--- src/rtl/id_ex_operand_reg_pkg.sv ---
// Shared definitions for the 16-bit SIMPLE pipeline: widths, forwarding-select
// encodings and the ID/EX control bundle.
package simple_pkg;

  localparam int DATA_W      = 16;  // operand/result width
  localparam int REG_W       = 3;   // register address width (8 registers)
  localparam int CTRL_W      = 8;   // opaque control bundle passed to EX
  localparam int STALL_CNT_W = 16;  // load-use stall counter width

  // Forwarding select bits; both set means both producers match and EX wins.
  localparam logic [1:0] FWD_EX  = 2'b10;
  localparam logic [1:0] FWD_MEM = 2'b01;

  typedef struct packed {
    logic [REG_W-1:0]  rs;
    logic [REG_W-1:0]  rd;
    logic [CTRL_W-1:0] ctrl;
    logic              regwrite;
    logic              memread;
    logic              valid;
  } id_ex_bundle_t;

endpackage

--- src/rtl/id_ex_operand_reg_if.sv ---
// ID -> ID/EX -> EX signal bundle.
//   slave  : the ID/EX register (consumes ID/forwarding inputs, drives ex_*)
//   master : the surrounding pipeline (drives ID/forwarding inputs)
interface id_ex_operand_reg_if;
  import simple_pkg::*;

  logic                   id_valid;
  logic [REG_W-1:0]       id_rs;
  logic [REG_W-1:0]       id_rd;
  logic                   id_use_a;
  logic                   id_use_b;
  logic [DATA_W-1:0]      id_rs_data;
  logic [DATA_W-1:0]      id_rd_data;
  logic [CTRL_W-1:0]      id_ctrl;
  logic                   id_regwrite;
  logic                   id_memread;
  logic [1:0]             fwd_a;
  logic [1:0]             fwd_b;
  logic [DATA_W-1:0]      ex_result;
  logic [DATA_W-1:0]      mem_result;
  logic                   ex_stall;
  logic                   flush;

  logic                   id_stall;
  logic                   ex_valid;
  logic                   ex_regwrite;
  logic                   ex_memread;
  logic [DATA_W-1:0]      ex_a;
  logic [DATA_W-1:0]      ex_b;
  logic [REG_W-1:0]       ex_rs;
  logic [REG_W-1:0]       ex_rd;
  logic [CTRL_W-1:0]      ex_ctrl;
  logic [STALL_CNT_W-1:0] stall_count;

  modport slave (
    input  id_valid, id_rs, id_rd, id_use_a, id_use_b, id_rs_data, id_rd_data,
           id_ctrl, id_regwrite, id_memread, fwd_a, fwd_b, ex_result,
           mem_result, ex_stall, flush,
    output id_stall, ex_valid, ex_regwrite, ex_memread, ex_a, ex_b, ex_rs,
           ex_rd, ex_ctrl, stall_count
  );

  modport master (
    output id_valid, id_rs, id_rd, id_use_a, id_use_b, id_rs_data, id_rd_data,
           id_ctrl, id_regwrite, id_memread, fwd_a, fwd_b, ex_result,
           mem_result, ex_stall, flush,
    input  id_stall, ex_valid, ex_regwrite, ex_memread, ex_a, ex_b, ex_rs,
           ex_rd, ex_ctrl, stall_count
  );

endinterface

--- src/rtl/id_ex_operand_reg_mux.sv ---
// operand_fwd_mux: combinational 3-input priority mux for one source operand.
//   sel       : forwarding select (bit1 = EX producer, bit0 = MEM producer)
//   rfData    : register-file read data
//   exResult  : ALU output of the instruction in ID/EX
//   memResult : result held in EX/MEM
//   operand   : resolved operand
module operand_fwd_mux
  import simple_pkg::*;
(
  input  logic [1:0]        sel,
  input  logic [DATA_W-1:0] rfData,
  input  logic [DATA_W-1:0] exResult,
  input  logic [DATA_W-1:0] memResult,
  output logic [DATA_W-1:0] operand
);

  always_comb begin
    operand = rfData;
    // EX checked first: it is the most recent producer.
    if ((sel & FWD_EX) != '0)
      operand = exResult;
    else if ((sel & FWD_MEM) != '0)
      operand = memResult;
  end

endmodule

--- src/rtl/id_ex_operand_reg.sv ---
// id_ex_operand_reg: ID/EX pipeline register with operand forwarding muxes,
// load-use hazard detection (one bubble per hazard), downstream hold and
// branch flush (deferred if it arrives during a hold).
//   clk, rst_n : clock, asynchronous active-low reset
//   bus        : ID-side inputs, forwarding selects/results, ex_stall/flush;
//                drives id_stall, ex_* fields and stall_count
module id_ex_operand_reg
  import simple_pkg::*;
(
  input logic              clk,
  input logic              rst_n,
  id_ex_operand_reg_if.slave bus
);

  id_ex_bundle_t          exQ;
  logic [DATA_W-1:0]      exAQ;
  logic [DATA_W-1:0]      exBQ;
  logic [STALL_CNT_W-1:0] stallCntQ;
  logic                   flushPend;

  logic [DATA_W-1:0]      aMux;
  logic [DATA_W-1:0]      bMux;
  logic                   loadUse;

  operand_fwd_mux muxA (
    .sel       (bus.fwd_a),
    .rfData    (bus.id_rs_data),
    .exResult  (bus.ex_result),
    .memResult (bus.mem_result),
    .operand   (aMux)
  );

  operand_fwd_mux muxB (
    .sel       (bus.fwd_b),
    .rfData    (bus.id_rd_data),
    .exResult  (bus.ex_result),
    .memResult (bus.mem_result),
    .operand   (bMux)
  );

  // A load in ID/EX has no data yet; any consumer matching it must wait one cycle.
  assign loadUse = exQ.valid & exQ.memread &
                   ((bus.id_use_a & bus.fwd_a[1]) | (bus.id_use_b & bus.fwd_b[1]));

  assign bus.id_stall = bus.ex_stall | loadUse;

  always_ff @(posedge clk or negedge rst_n) begin
    if (!rst_n) begin
      exQ       <= '0;
      exAQ      <= '0;
      exBQ      <= '0;
      stallCntQ <= '0;
      flushPend <= 1'b0;
    end else if (bus.ex_stall) begin
      // Hold everything; remember a flush so it is not lost.
      if (bus.flush)
        flushPend <= 1'b1;
    end else if (bus.flush || flushPend) begin
      exQ       <= '0;
      exAQ      <= '0;
      exBQ      <= '0;
      flushPend <= 1'b0;
    end else if (loadUse) begin
      exQ  <= '0;
      exAQ <= '0;
      exBQ <= '0;
      if (stallCntQ != '1)
        stallCntQ <= stallCntQ + 1'b1;
    end else begin
      exQ.valid    <= bus.id_valid;
      exQ.regwrite <= bus.id_valid & bus.id_regwrite;
      exQ.memread  <= bus.id_valid & bus.id_memread;
      exQ.rs       <= bus.id_rs;
      exQ.rd       <= bus.id_rd;
      exQ.ctrl     <= bus.id_ctrl;
      exAQ         <= aMux;
      exBQ         <= bMux;
    end
  end

  assign bus.ex_valid    = exQ.valid;
  assign bus.ex_regwrite = exQ.regwrite;
  assign bus.ex_memread  = exQ.memread;
  assign bus.ex_rs       = exQ.rs;
  assign bus.ex_rd       = exQ.rd;
  assign bus.ex_ctrl     = exQ.ctrl;
  assign bus.ex_a        = exAQ;
  assign bus.ex_b        = exBQ;
  assign bus.stall_count = stallCntQ;

endmodule

--- src/flat_wrapper.sv ---
// flat-port wrapper written by rule: the top's interface ports become plain ports
module id_ex_operand_reg_flat import simple_pkg::*;
  (clk, rst_n, bus_id_valid, bus_id_rs, bus_id_rd, bus_id_use_a, bus_id_use_b, bus_id_rs_data, bus_id_rd_data, bus_id_ctrl, bus_id_regwrite, bus_id_memread, bus_fwd_a, bus_fwd_b, bus_ex_result, bus_mem_result, bus_ex_stall, bus_flush, bus_id_stall, bus_ex_valid, bus_ex_regwrite, bus_ex_memread, bus_ex_a, bus_ex_b, bus_ex_rs, bus_ex_rd, bus_ex_ctrl, bus_stall_count);
  id_ex_operand_reg_if bus_i ();
  input logic clk;
  input logic rst_n;
  input wire logic [$bits(bus_i.id_valid)-1:0] bus_id_valid;
  input wire logic [$bits(bus_i.id_rs)-1:0] bus_id_rs;
  input wire logic [$bits(bus_i.id_rd)-1:0] bus_id_rd;
  input wire logic [$bits(bus_i.id_use_a)-1:0] bus_id_use_a;
  input wire logic [$bits(bus_i.id_use_b)-1:0] bus_id_use_b;
  input wire logic [$bits(bus_i.id_rs_data)-1:0] bus_id_rs_data;
  input wire logic [$bits(bus_i.id_rd_data)-1:0] bus_id_rd_data;
  input wire logic [$bits(bus_i.id_ctrl)-1:0] bus_id_ctrl;
  input wire logic [$bits(bus_i.id_regwrite)-1:0] bus_id_regwrite;
  input wire logic [$bits(bus_i.id_memread)-1:0] bus_id_memread;
  input wire logic [$bits(bus_i.fwd_a)-1:0] bus_fwd_a;
  input wire logic [$bits(bus_i.fwd_b)-1:0] bus_fwd_b;
  input wire logic [$bits(bus_i.ex_result)-1:0] bus_ex_result;
  input wire logic [$bits(bus_i.mem_result)-1:0] bus_mem_result;
  input wire logic [$bits(bus_i.ex_stall)-1:0] bus_ex_stall;
  input wire logic [$bits(bus_i.flush)-1:0] bus_flush;
  output wire logic [$bits(bus_i.id_stall)-1:0] bus_id_stall;
  output wire logic [$bits(bus_i.ex_valid)-1:0] bus_ex_valid;
  output wire logic [$bits(bus_i.ex_regwrite)-1:0] bus_ex_regwrite;
  output wire logic [$bits(bus_i.ex_memread)-1:0] bus_ex_memread;
  output wire logic [$bits(bus_i.ex_a)-1:0] bus_ex_a;
  output wire logic [$bits(bus_i.ex_b)-1:0] bus_ex_b;
  output wire logic [$bits(bus_i.ex_rs)-1:0] bus_ex_rs;
  output wire logic [$bits(bus_i.ex_rd)-1:0] bus_ex_rd;
  output wire logic [$bits(bus_i.ex_ctrl)-1:0] bus_ex_ctrl;
  output wire logic [$bits(bus_i.stall_count)-1:0] bus_stall_count;
  assign bus_i.id_valid = bus_id_valid;
  assign bus_i.id_rs = bus_id_rs;
  assign bus_i.id_rd = bus_id_rd;
  assign bus_i.id_use_a = bus_id_use_a;
  assign bus_i.id_use_b = bus_id_use_b;
  assign bus_i.id_rs_data = bus_id_rs_data;
  assign bus_i.id_rd_data = bus_id_rd_data;
  assign bus_i.id_ctrl = bus_id_ctrl;
  assign bus_i.id_regwrite = bus_id_regwrite;
  assign bus_i.id_memread = bus_id_memread;
  assign bus_i.fwd_a = bus_fwd_a;
  assign bus_i.fwd_b = bus_fwd_b;
  assign bus_i.ex_result = bus_ex_result;
  assign bus_i.mem_result = bus_mem_result;
  assign bus_i.ex_stall = bus_ex_stall;
  assign bus_i.flush = bus_flush;
  assign bus_id_stall = bus_i.id_stall;
  assign bus_ex_valid = bus_i.ex_valid;
  assign bus_ex_regwrite = bus_i.ex_regwrite;
  assign bus_ex_memread = bus_i.ex_memread;
  assign bus_ex_a = bus_i.ex_a;
  assign bus_ex_b = bus_i.ex_b;
  assign bus_ex_rs = bus_i.ex_rs;
  assign bus_ex_rd = bus_i.ex_rd;
  assign bus_ex_ctrl = bus_i.ex_ctrl;
  assign bus_stall_count = bus_i.stall_count;
  id_ex_operand_reg u_core (.clk(clk), .rst_n(rst_n), .bus(bus_i));
endmodule
--- config.mk ---
export PLATFORM = sky130hd
export DESIGN_NAME = id_ex_operand_reg_flat
export DESIGN_NICKNAME = d
export VERILOG_FILES = /design/src/rtl/id_ex_operand_reg_pkg.sv /design/src/rtl/id_ex_operand_reg_if.sv /design/src/rtl/id_ex_operand_reg_mux.sv /design/src/rtl/id_ex_operand_reg.sv /design/src/flat_wrapper.sv
export SDC_FILE = /design/constraint.sdc
export NUM_CORES = 1
export LEC_CHECK = 0
export CAP_MARGIN = 20
export CORE_ASPECT_RATIO = 1.25
export CORE_MARGIN = 2
export CORE_UTILIZATION = 34
export CTS_CLUSTER_DIAMETER = 200
export DETAILED_ROUTE_END_ITERATION = 7
export PLACE_DENSITY_LB_ADDON = 0.25
export SETUP_SLACK_MARGIN = 0.3
export SLEW_MARGIN = 30
export SYNTH_ARGS = -nofsm -noshare
export SYNTH_HDL_FRONTEND = slang
export SYNTH_HIERARCHICAL = 1
export SYNTH_SLANG_ARGS = --single-unit
--- constraint.sdc ---
create_clock -name clk -period 2.25 [get_ports clk]
set_clock_uncertainty 0.05 [all_clocks]
set_input_delay 0.675 -clock clk [delete_from_list [all_inputs] [get_ports clk]]
set_output_delay 0.675 -clock clk [all_outputs]
set_load 0.02 [all_outputs]
==> flow_summary.toml, run 1 <==
# flow metrics
[grt]
grt_pass1_vias = 3116
grt_pass1_wl_um = 15500
gr-usage-all-layers_pct = 19.0
grtUsageMet3_pct = 4.74
grt_remaining_overflow = 0
use_met2_pct = 33.3
antenna_found_initial = 0

[setup_path]
cpPeakStageDelay_ns = 0.24
crit_required_ns = 1.52
cp-startpoint = "bus_fwd_a[1]"
cp_data_arrival_time_ns = 1.46
start_kind = "input pin"
cp_top_family = "simple AND/OR/NAND/NOR gates"
cp_num_cells = 5
reg2reg_to = "u_core/bus.stall_count[15]"
endpoint = "bus_id_stall"

[logic_synthesis]
synthMuxAreaShare_pct = 11.0
synthSimpleGateAreaFrac_pct = 12.1
ys_top_logic_family = "AND-OR/OR-AND gates"
edf_count = 0
top_cells_by_count = "dfrtp_1 (66), a22o_1 (47), nand2_1 (40)"
yosysWarnings = 6
synth.most_common_cell = "dfrtp_1"
top_area_share_pct = 49.8
syn_area_um2 = 3310
numSynthFlops = 66
netlist_instances = 300
yosys.area.top_type = "dfrtp_1"

[final_layout]
clock_area_share_pct = 5.61
comb_area_share_pct = 29.7
buffer_area_share_pct = 31.4
fin_util_pct = 57.0
stdcell_count = 598
nNonClkBuffers = 181
drive_gt1_share_pct = 14.4
nets = 560
inverters = 1
diodes = 0
seq_share_pct = 30.3

[timing]
fin_ws_ns = 0.0676
fin_setup_tns_ns = 0
grt_setup_unrepaired = "true"
max_freq_mhz = 458
worst_pin_slew_ns = 0.586
slew_headroom_pct = 61.0
min_period_over_period_pct = 97.0

[cts]
clock_sinks = 66
htree_levels = 3
clock-root-buffer = "clkbuf_16"
cts_tree = "yes"
clockBufferDepth = 2

[die]
rows = 40
io_pins = 157
die_x_um = 92.3
die_h_um = 114

[pwr]
p_switching_mw = 0.844
p_leak_nw = 2.72
p_per_area_nw_per_um2 = 621
pwr-share-seq_pct = 38.9
p_comb_mw = 0.644
comb_power_share_pct = 19.0

[drt]
met1Wirelength_um = 4050
vias = 3009
drt-initial-drc-count = 75
maxUsedRoutingLayer = "met4"
viasPerCell = 5.03
drt_wl_total_um = 9770
met2_length_um = 4990

[run]
openroad.warnings = 29

[outcome]
status = "complete, no violations"

[worst_hold_path]
hold_class = "in2async"

[placed_design]
port_buffers = 156
### Clock network drawn from the DEF, run 1

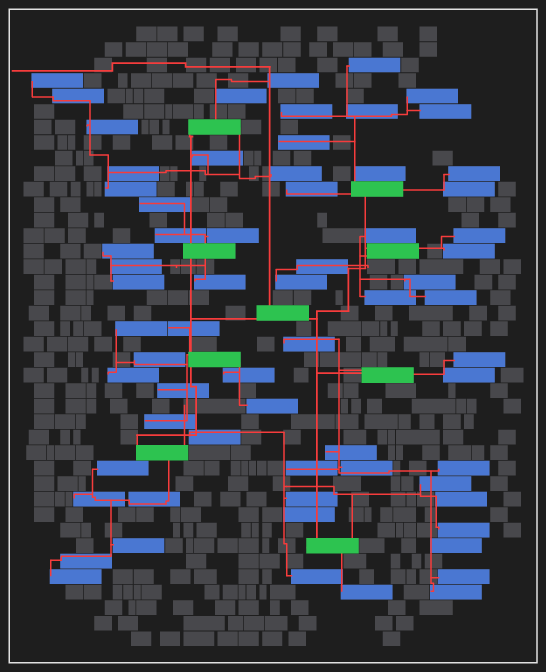
- flip-flops: blue (count 66)
- cells driving clock nets: green (count 9)
- clock wires: red (length 930 um)
- routed clock nets: 10
- flops lie: spread over the die
Clock Power Share: 42.1%
clk latency late pin: 0.33 ns

### The metal 4 layer, run 1

Bar = 20 um.
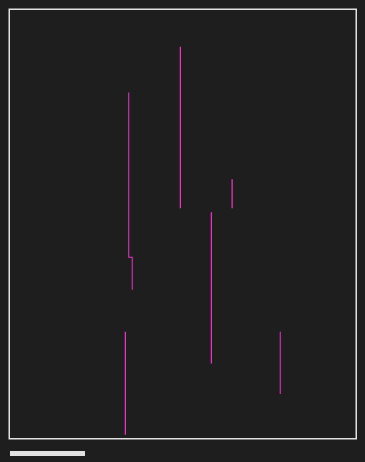
- share of all routed wire: 1.9%
- main direction: vertical
- longest straight run: 43.8 um
- wire length on this layer: 187 um

### Clock wiring as the flow saved it, run 1

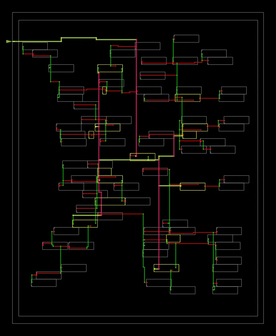
Seq cells: 66
P_clk: 1.42 mW
clkbuf count: 13
CTS Buf Count: 9

### Drive-strength map, run 1

Bar = 20 um.
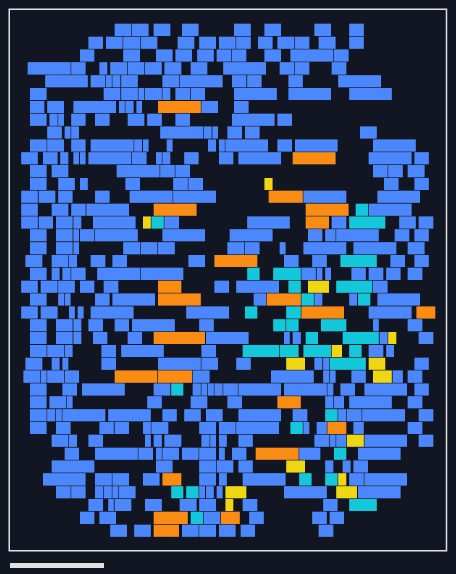

## Run 2: what changed since run 1
--- a/config.mk
+++ b/config.mk
@@ -8,7 +8,7 @@
 export CAP_MARGIN = 20
 export CORE_ASPECT_RATIO = 1.25
 export CORE_MARGIN = 2
-export CORE_UTILIZATION = 34
+export CORE_UTILIZATION = 41
 export CTS_CLUSTER_DIAMETER = 200
 export DETAILED_ROUTE_END_ITERATION = 7
 export PLACE_DENSITY_LB_ADDON = 0.25
### Drive-strength map, run 2

Bar = 20 um.
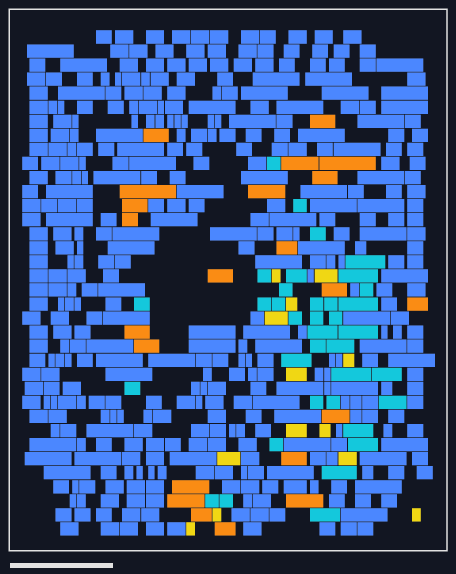
- drive 6 and up: orange (cells 22; share 4.7%; most used clkbuf_8)
- drive 3 to 4: cyan (cells 36; share 7.6%; most used buf_4)
- drive 2: yellow (cells 13; share 2.8%; most used buf_2)
- drive 1 or less: blue (cells 400; share 85%; most used clkdlybuf4s50_1)
final setup margin: 0.0750 ns
Non-CTS buffers: 179

### Cell classes on the final placement, run 2

Bar = 20 um.
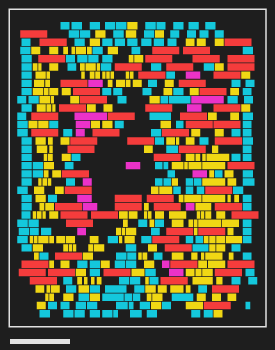
- flip-flops: red (cells 66; share of their area 31%)
- clock drivers and dummy loads: magenta (cells 16; share of their area 4.3%)
- other buffers and delay cells: cyan (cells 179; share of their area 33%)
- all other logic: yellow (cells 210; share of their area 32%)
final instance area: 5370 um2
core area: 7840 um2
Final Core Density: 68.5%

### Pin placement, run 2

Pins as bars across the die edge, other pins in gray.
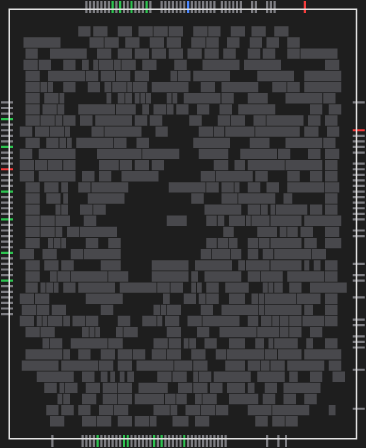
- bus_ex_rd: red (pins 3; direction output; edge 1 east, 1 north, 1 west)
- bus_id_valid: blue (pins 1; direction input; edge north)
- bus_id_rd_data: green (pins 16; direction input; edge 6 south, 6 west, 4 north)
- all pins by edge: 45 north, 43 south, 39 west, 30 east
Die Width: 84.4 um
DIE HEIGHT: 105 um
count of buffers from port buffering: 156

==> run 2 against run 1 <==
First-iteration DRC count is 45% higher. Clock power down 22%. Clock-buffer cell count decreased by 4. Critical path depth is the same. Total power fell by 9.2%. Hold slack got worse by 0.15 ns. Largest cell class unchanged. Fmax rose by 0.34%. Synthesized cell count is the same. Largest power group is now sequential cells. Sequential cell count did not move.
==> flow_summary.toml, run 2 <==
# flow metrics
[final_layout]
seq_share_pct = 30.8
stdcell_count = 566
inverters = 1
flop-count = 66
nClkBuffers = 9
nets = 558
clock_area_share_pct = 4.22
buffer_area_share_pct = 31.9
drive_gt1_share_pct = 15.1
diodes = 0
comb_area_share_pct = 30.8
seq_area_um2 = 1650

[timing]
max_freq_mhz = 460
min_period_over_period_pct = 96.7
slew_headroom_pct = 63.4
worst_pin_slew_ns = 0.549
fin_setup_tns_ns = 0
grt_setup_unrepaired = "true"

[logic_synthesis]
edf_count = 0
top_cells_by_count = "dfrtp_1 (66), a22o_1 (47), nand2_1 (40)"
fa_ha_area_share_pct = 0.378
yosys.area.top_type = "dfrtp_1"
synthSimpleGateAreaFrac_pct = 12.1
yosys_most_used_dff = "dfrtp_1"
ys_top_logic_family = "AND-OR/OR-AND gates"
syn_area_um2 = 3310
top_area_share_pct = 49.8
yosysWarnings = 6
synth.most_common_cell = "dfrtp_1"
synthMuxAreaShare_pct = 11.0
numSynthFlops = 66
netlist_instances = 300

[grt]
grt_pass1_wl_um = 15400
antenna_found_initial = 0
use_met2_pct = 40.0
grt_pass1_vias = 3151
grtUsageMet3_pct = 3.17
gr-usage-all-layers_pct = 22.0
grt_remaining_overflow = 0

[setup_path]
cpPeakStageDelay_ns = 0.24
reg2reg_to = "u_core/bus.stall_count[14]"
critPathSlowestCell = "a22oi_2"
start_kind = "input pin"
cp_num_cells = 5
crit_required_ns = 1.52
cp_data_arrival_time_ns = 1.45
cp_top_family = "simple AND/OR/NAND/NOR gates"
r2r_start = "u_core/flushPend"
worst_path_most_repeated_cell = "buf_6"
endpoint = "bus_id_stall"
cp-startpoint = "bus_id_use_a"

[cts]
htree_levels = 3
clock_sinks = 66
cts_tree = "yes"
clock-root-buffer = "clkbuf_8"
post-cts-setup-buffers = 0
cts_resized = 96
clockBufferDepth = 2
cts_made_buffers = 9
clkTransAtPathRegs_ns = 0.07
clk_latency_ns = 0.33

[placed_design]
dp_hpwl_um = 7030

[drt]
drt-initial-drc-count = 109
drt_wl_total_um = 9520
viasPerCell = 5.34
met2_length_um = 5260
maxUsedRoutingLayer = "met4"
final_antenna_net_count = 0
met1Wirelength_um = 3620
wl_met3_um = 480
vias = 3021

[die]
rows = 36
io_pins = 157

[pwr]
power_frac_clock_pct = 36.2
p_sw_share_pct = 27.4
p_leak_nw = 2.69
comb_power_share_pct = 21.1
p_comb_mw = 0.649
pwr-share-seq_pct = 42.7
p_switching_mw = 0.840
p_clk_mw = 1.11
p_per_area_nw_per_um2 = 572

[run]
openroad.warnings = 29

[outcome]
status = "complete, no violations"

[worst_hold_path]
hold_class = "in2async"
No activity file was given, so power comes from the tool's default toggle rates.
